===== config.mk =====
export PLATFORM = sky130hd
export DESIGN_NAME = s3_writeback_regfile
export DESIGN_NICKNAME = d
export VERILOG_FILES = /design/src/rtl/s3_writeback_regfile.sv
export SDC_FILE = /design/constraint.sdc
export NUM_CORES = 2
export LEC_CHECK = 0
export CAP_MARGIN = 20
export CORE_MARGIN = 4
export CORE_UTILIZATION = 35
export DETAILED_ROUTE_END_ITERATION = 16
export PLACE_DENSITY = 0.59
export SLEW_MARGIN = 0
export SYNTH_ARGS = -nofsm -noshare
export SYNTH_HDL_FRONTEND = slang
export SYNTH_SLANG_ARGS = --single-unit

===== constraint.sdc =====
create_clock -name clk -period 36.2 [get_ports clk]
set_input_delay 3.62 -clock clk [delete_from_list [all_inputs] [get_ports clk]]
set_output_delay 3.62 -clock clk [all_outputs]
set_load 0.01 [all_outputs]

===== src/rtl/s3_writeback_regfile.sv =====
// Architectural register file written from the S3 writeback bundle, with two
// write-through read ports and a per-register pending-write scoreboard.
module s3_writeback_regfile #(
    parameter int NREGS   = 32,
    parameter int DW      = 32,
    parameter int PEND_W  = 2,
    parameter bit ZERO_R0 = 1'b1
) (
    input  logic                     clk,
    input  logic                     rst,
    input  logic [$clog2(NREGS)-1:0] S3_WriteSelect,
    input  logic                     S3_WriteEnable,
    input  logic [DW-1:0]            ALU_OUT,
    input  logic [$clog2(NREGS)-1:0] ReadSelect1,
    input  logic [$clog2(NREGS)-1:0] ReadSelect2,
    output logic [DW-1:0]            ReadData1,
    output logic [DW-1:0]            ReadData2,
    output logic                     Busy1,
    output logic                     Busy2,
    input  logic                     Issue_Valid,
    input  logic                     Issue_WriteEnable,
    input  logic [$clog2(NREGS)-1:0] Issue_WriteSelect,
    output logic                     Issue_Ready
);
    localparam int SW = $clog2(NREGS);
    localparam logic [PEND_W-1:0] PEND_MAX = '1;
    localparam logic [PEND_W-1:0] PEND_ONE = PEND_W'(1);

    logic [DW-1:0]     regs_q [NREGS];
    logic [PEND_W-1:0] pend_q [NREGS];
    logic [PEND_W-1:0] pend_d [NREGS];

    logic wr_r0;
    logic wr_en;
    logic iss_r0;
    logic iss_full;
    logic iss_ready;
    logic inc;

    logic [1:0][SW-1:0] rsel;
    logic [1:0][DW-1:0] rdata;
    logic [1:0]         busy;

    assign wr_r0     = ZERO_R0 && (S3_WriteSelect == '0);
    assign wr_en     = S3_WriteEnable && !wr_r0;
    assign iss_r0    = ZERO_R0 && (Issue_WriteSelect == '0);

    // A retirement to the same register this cycle frees a slot for the issue.
    assign iss_full  = (pend_q[Issue_WriteSelect] == PEND_MAX) &&
                       !(wr_en && (S3_WriteSelect == Issue_WriteSelect));
    assign iss_ready = !Issue_WriteEnable || iss_r0 || !iss_full;
    assign inc       = Issue_Valid && Issue_WriteEnable && iss_ready && !iss_r0 && !rst;

    assign Issue_Ready = iss_ready && !rst;

    always_comb begin
        for (int i = 0; i < NREGS; i++) begin
            pend_d[i] = pend_q[i];
            if (inc && (Issue_WriteSelect == SW'(i))) begin
                if (!(wr_en && (S3_WriteSelect == SW'(i)))) begin
                    pend_d[i] = pend_q[i] + PEND_ONE;
                end
            end else if (wr_en && (S3_WriteSelect == SW'(i)) && (pend_q[i] != '0)) begin
                pend_d[i] = pend_q[i] - PEND_ONE;
            end
        end
    end

    always_ff @(posedge clk or posedge rst) begin
        if (rst) begin
            for (int i = 0; i < NREGS; i++) begin
                regs_q[i] <= '0;
                pend_q[i] <= '0;
            end
        end else begin
            for (int i = 0; i < NREGS; i++) begin
                pend_q[i] <= pend_d[i];
            end
            if (wr_en) begin
                regs_q[S3_WriteSelect] <= ALU_OUT;
            end
        end
    end

    assign rsel[0] = ReadSelect1;
    assign rsel[1] = ReadSelect2;

    // A last outstanding write retiring this cycle is covered by the bypass.
    for (genvar p = 0; p < 2; p++) begin : g_rd
        logic is_r0;
        logic hit;
        assign is_r0    = ZERO_R0 && (rsel[p] == '0);
        assign hit      = S3_WriteEnable && (S3_WriteSelect == rsel[p]) && !is_r0;
        assign rdata[p] = (rst || is_r0) ? '0 : (hit ? ALU_OUT : regs_q[rsel[p]]);
        assign busy[p]  = !rst && !is_r0 && (pend_q[rsel[p]] != '0) &&
                          !(hit && (pend_q[rsel[p]] == PEND_ONE));
    end

    assign ReadData1 = rdata[0];
    assign ReadData2 = rdata[1];
    assign Busy1     = busy[0];
    assign Busy2     = busy[1];

endmodule


pins.png
(1 px per µm) Pins as bars across the die edge, other pins in grey.
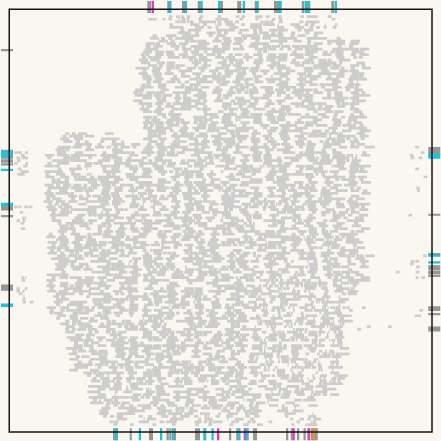
Key: `ReadSelect1` = magenta [pins 5, direction input, edge 4 bottom, 1 top]; `Issue_Ready` = orange [pins 1, direction output, edge bottom]; `ReadData1` = cyan [pins 32, direction output, edge 11 top, 8 bottom, 8 left, 5 right]
die height: 421 µm
buffers added on ports: 123

final_clocks.png
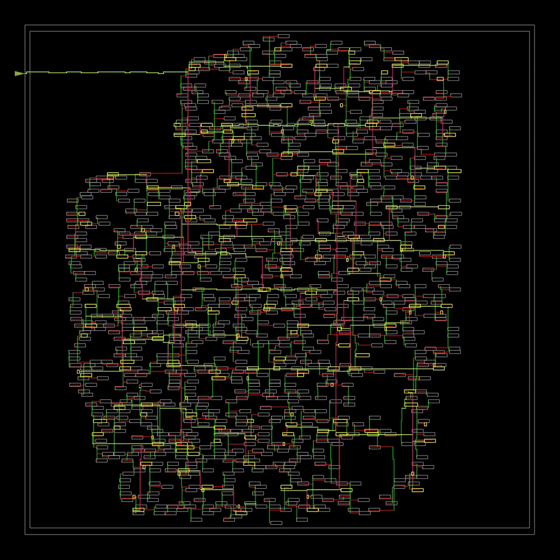
Late-Pin Clk Latency: 0.74 ns
Seq cells: 1088
clock buf count: 166
skew final: 0.0272 ns
# clock sinks: 1088

metal_stack.png
(1 px per µm)
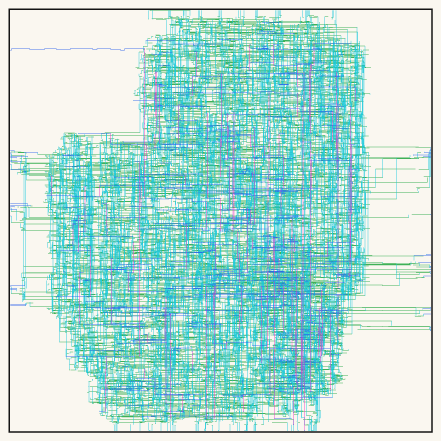
Key: met2 = cyan [wire length 86.8 mm]; met1 = green [wire length 78.0 mm]; met3 = blue [wire length 9660 µm]; met4 = magenta [wire length 5830 µm]
detailed-route via count: 36900
overall routing resource usage: 20.2%
WL/cell: 29.3 µm

cell_classes.png
(1 px per µm)
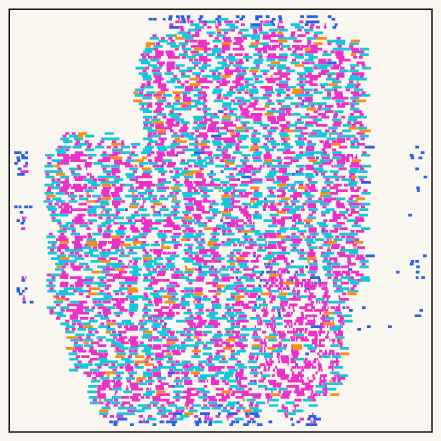
Key: flip-flops = cyan [cells 1088, share of their area 42%]; clock drivers and dummy loads = orange [cells 208, share of their area 6.3%]; other buffers and delay cells = blue [cells 219, share of their area 3.6%]; all other logic = magenta [cells 2421, share of their area 48%]

density.png
(1 px per µm) The die is cut into 21 by 21 equal tiles; black is low, pale yellow is high, 0 to 100% covered.
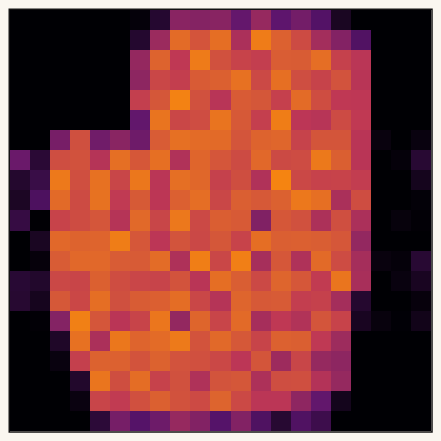
The fullest tile reaches 73%. The emptiest ninth of the die: top left. The mean over all tiles is 36%. 27% of the tiles are nearly empty.
Finished Core Util: 39.7%
initial core utilization: 35.2%
core area: 170000 µm²

==> GITHUB_STEP_SUMMARY <==
## PnR job results

| Metric | Value |
|---|---|
| Vias in the first global route | `37700` |
| Reg2reg path depth | `7` |
| Worst EP required | `32.58 ns` |
| TritonCTS Buffers | `114` |
| Critical path fanouts, max | `86` |
| Top-count cell post-synth | `dfrtp_1` |
| Crit path to | `ReadData2[10]` |
| Critical setup path kind | `in -> out` |
| Log Warnings | `27` |
| Most frequent cells after synthesis | `1088 x dfrtp_1, 962 x mux2_2, 676 x mux4_2` |
| CP Launch Type | `input port` |
| Cell count along the critical path | `9` |
| Period utilization | `33.7%` |
| Yosys cell count | `3947` |
| Synth-to-Final Area Change | `12.8%` |
| Global placer's final weighted congestion | `0.796` |
| CTS hold repair buffers | `0` |
| Post-CTS Resized | `0` |
| Top-area cell share | `45.5%` |
| Row cnt | `151` |
| Crit end category | `output pin` |
| Worst min path class | `reg -> reg` |
| First-pass GRT wire length | `268000 µm` |
| Flops after synth | `1088` |
| Total area of sequential cells | `27200 µm²` |
| Status | `finished, final reports clean` |
| DR pass1 iterations | `5` |
| Largest cells by area after synthesis | `dfrtp_1 46%, mux4_2 25%, mux2_2 18%` |
| H-tree Lvls | `3` |
| Slew @ Worst Pin | `1.19 ns` |
| Syn avg cell area | `15.1 µm²` |
| Die Area | `178000 µm²` |
| Delay-heaviest family, CP | `buffers and inverters` |
| PD cells | `53.9 nW/µm²` |
| Final HPWL DP | `99300 µm` |
| CP cell instances | `buf_8, buf_4, buf_4, buf_12, mux4_2, mux4_2, mux2i_1, a211oi_1, clkdlybuf4s50_1` |
| Max Freq | `82.0 MHz` |
| Syn_nets | `4004` |
| Max VDD drop | `0.0491 mV` |
==> worst reg2reg max path, cell delays in order (launching register included) <==
cell	delay (ns)
dfrtp_1	0.43
and4b_1	0.24
or4_1	0.46
o22ai_1	0.32
or4b_1	0.43
nand4_1	0.34
or3_1	0.45
nand3_1	0.08
==> sequential cells by signal, indices dropped and copies added (netlist names) <==
signal	cells
pend_q	64
regs_q	1024
==> cell families (layout without fill, tap and decap cells) <==
kind of cell	after synthesis	count (layout)	share of synthesized area, %
mux	1708	1708	44.7
flops	1088	1088	45.5
buf+inv	463	452	3.17
simple gates	425	425	3.53
compound gates	237	237	2.64
xor+xnor	26	26	0.381
other cells	0	1	0
==> routing by layer <==
layer  wire, µm  GRT usage [%]  vias up
met5          0              0        -
met4       5830           6.50        0
met3       9660           2.80      275
met2      86800           32.8     1206
met1      78000           28.0    20200
li1           -              -    15100
==> layout make-up <==
cell class | count | share of cell area [%]
Multi-Input combinational cell | 2396 | 45.9
Timing Repair Buffer | 219 | 3.45
Antenna cell | 1 | 0.00371
Tap cell | 2218 | 4.12
Sequential cell | 1088 | 40.4
Clock inverter | 42 | 0.995
Inverter | 25 | 0.150
Clock buffer | 166 | 5.01
==> placed cells by master (no fill, tap or decap), types with 15 or more instances in the layout <==
cell type	netlist	routed
clkbuf_8	0	29
inv_1	25	24
bufinv_16	0	16
buf_16	0	15
nand2_1	150	134
clkbuf_1	296	21
mux4_2	676	676
nor2b_1	15	15
nor2_1	101	93
clkinv_2	0	17
clkbuf_16	0	118
o21ai_0	39	39
xnor2_1	19	19
buf_4	1	79
a21oi_1	57	57
a211oi_1	84	84
nor3_1	23	19
dfrtp_1	1088	1088
nand3_1	34	28
clkdlybuf4s50_1	0	113
mux2i_1	70	70
mux2_2	962	962
==> how the worst min path moves through the flow <==
stage	start	end	cells after the start
after floorplan	regs_q[1000]$_DFFE_PP0P_	regs_q[1000]$_DFFE_PP0P_	1
after global placement	regs_q[995]$_DFFE_PP0P_	regs_q[995]$_DFFE_PP0P_	0
after detailed placement	regs_q[1002]$_DFFE_PP0P_	regs_q[1002]$_DFFE_PP0P_	0
after CTS	regs_q[1002]$_DFFE_PP0P_	regs_q[1002]$_DFFE_PP0P_	0
after global routing	regs_q[1015]$_DFFE_PP0P_	regs_q[1015]$_DFFE_PP0P_	0
final	regs_q[1013]$_DFFE_PP0P_	regs_q[1013]$_DFFE_PP0P_	0
==> report_power, final <==
group | total (mW) | switching [mW] | internal, mW
sequential | 1.61 | 0.168 | 1.44
combinational | 0.749 | 0.278 | 0.471
clock | 1.27 | 0.515 | 0.759
==> per-stage QoR <==
| stage | instance area (µm²) | worst slack [ns] | utilization (%) | std cells | total power [mW] |
|---|---|---|---|---|---|
| 2_1_floorplan | 59800 | 1.91 | - | 3947 | 2.16 |
| 3_5_place_dp | 63100 | 23.88 | 37.2 | 5935 | 2.38 |
| 5_1_grt | 67400 | 23.61 | 39.7 | 6155 | 3.80 |
| 6_report | 67400 | 24.01 | 39.7 | 6155 | 3.63 |
| 4_1_cts | 67100 | 23.87 | 39.6 | 6143 | 3.66 |
| 3_3_place_gp | 62900 | 23.86 | 37.1 | 5928 | 2.35 |
Power figures rest on the tool's default switching activity, not on a simulated workload.
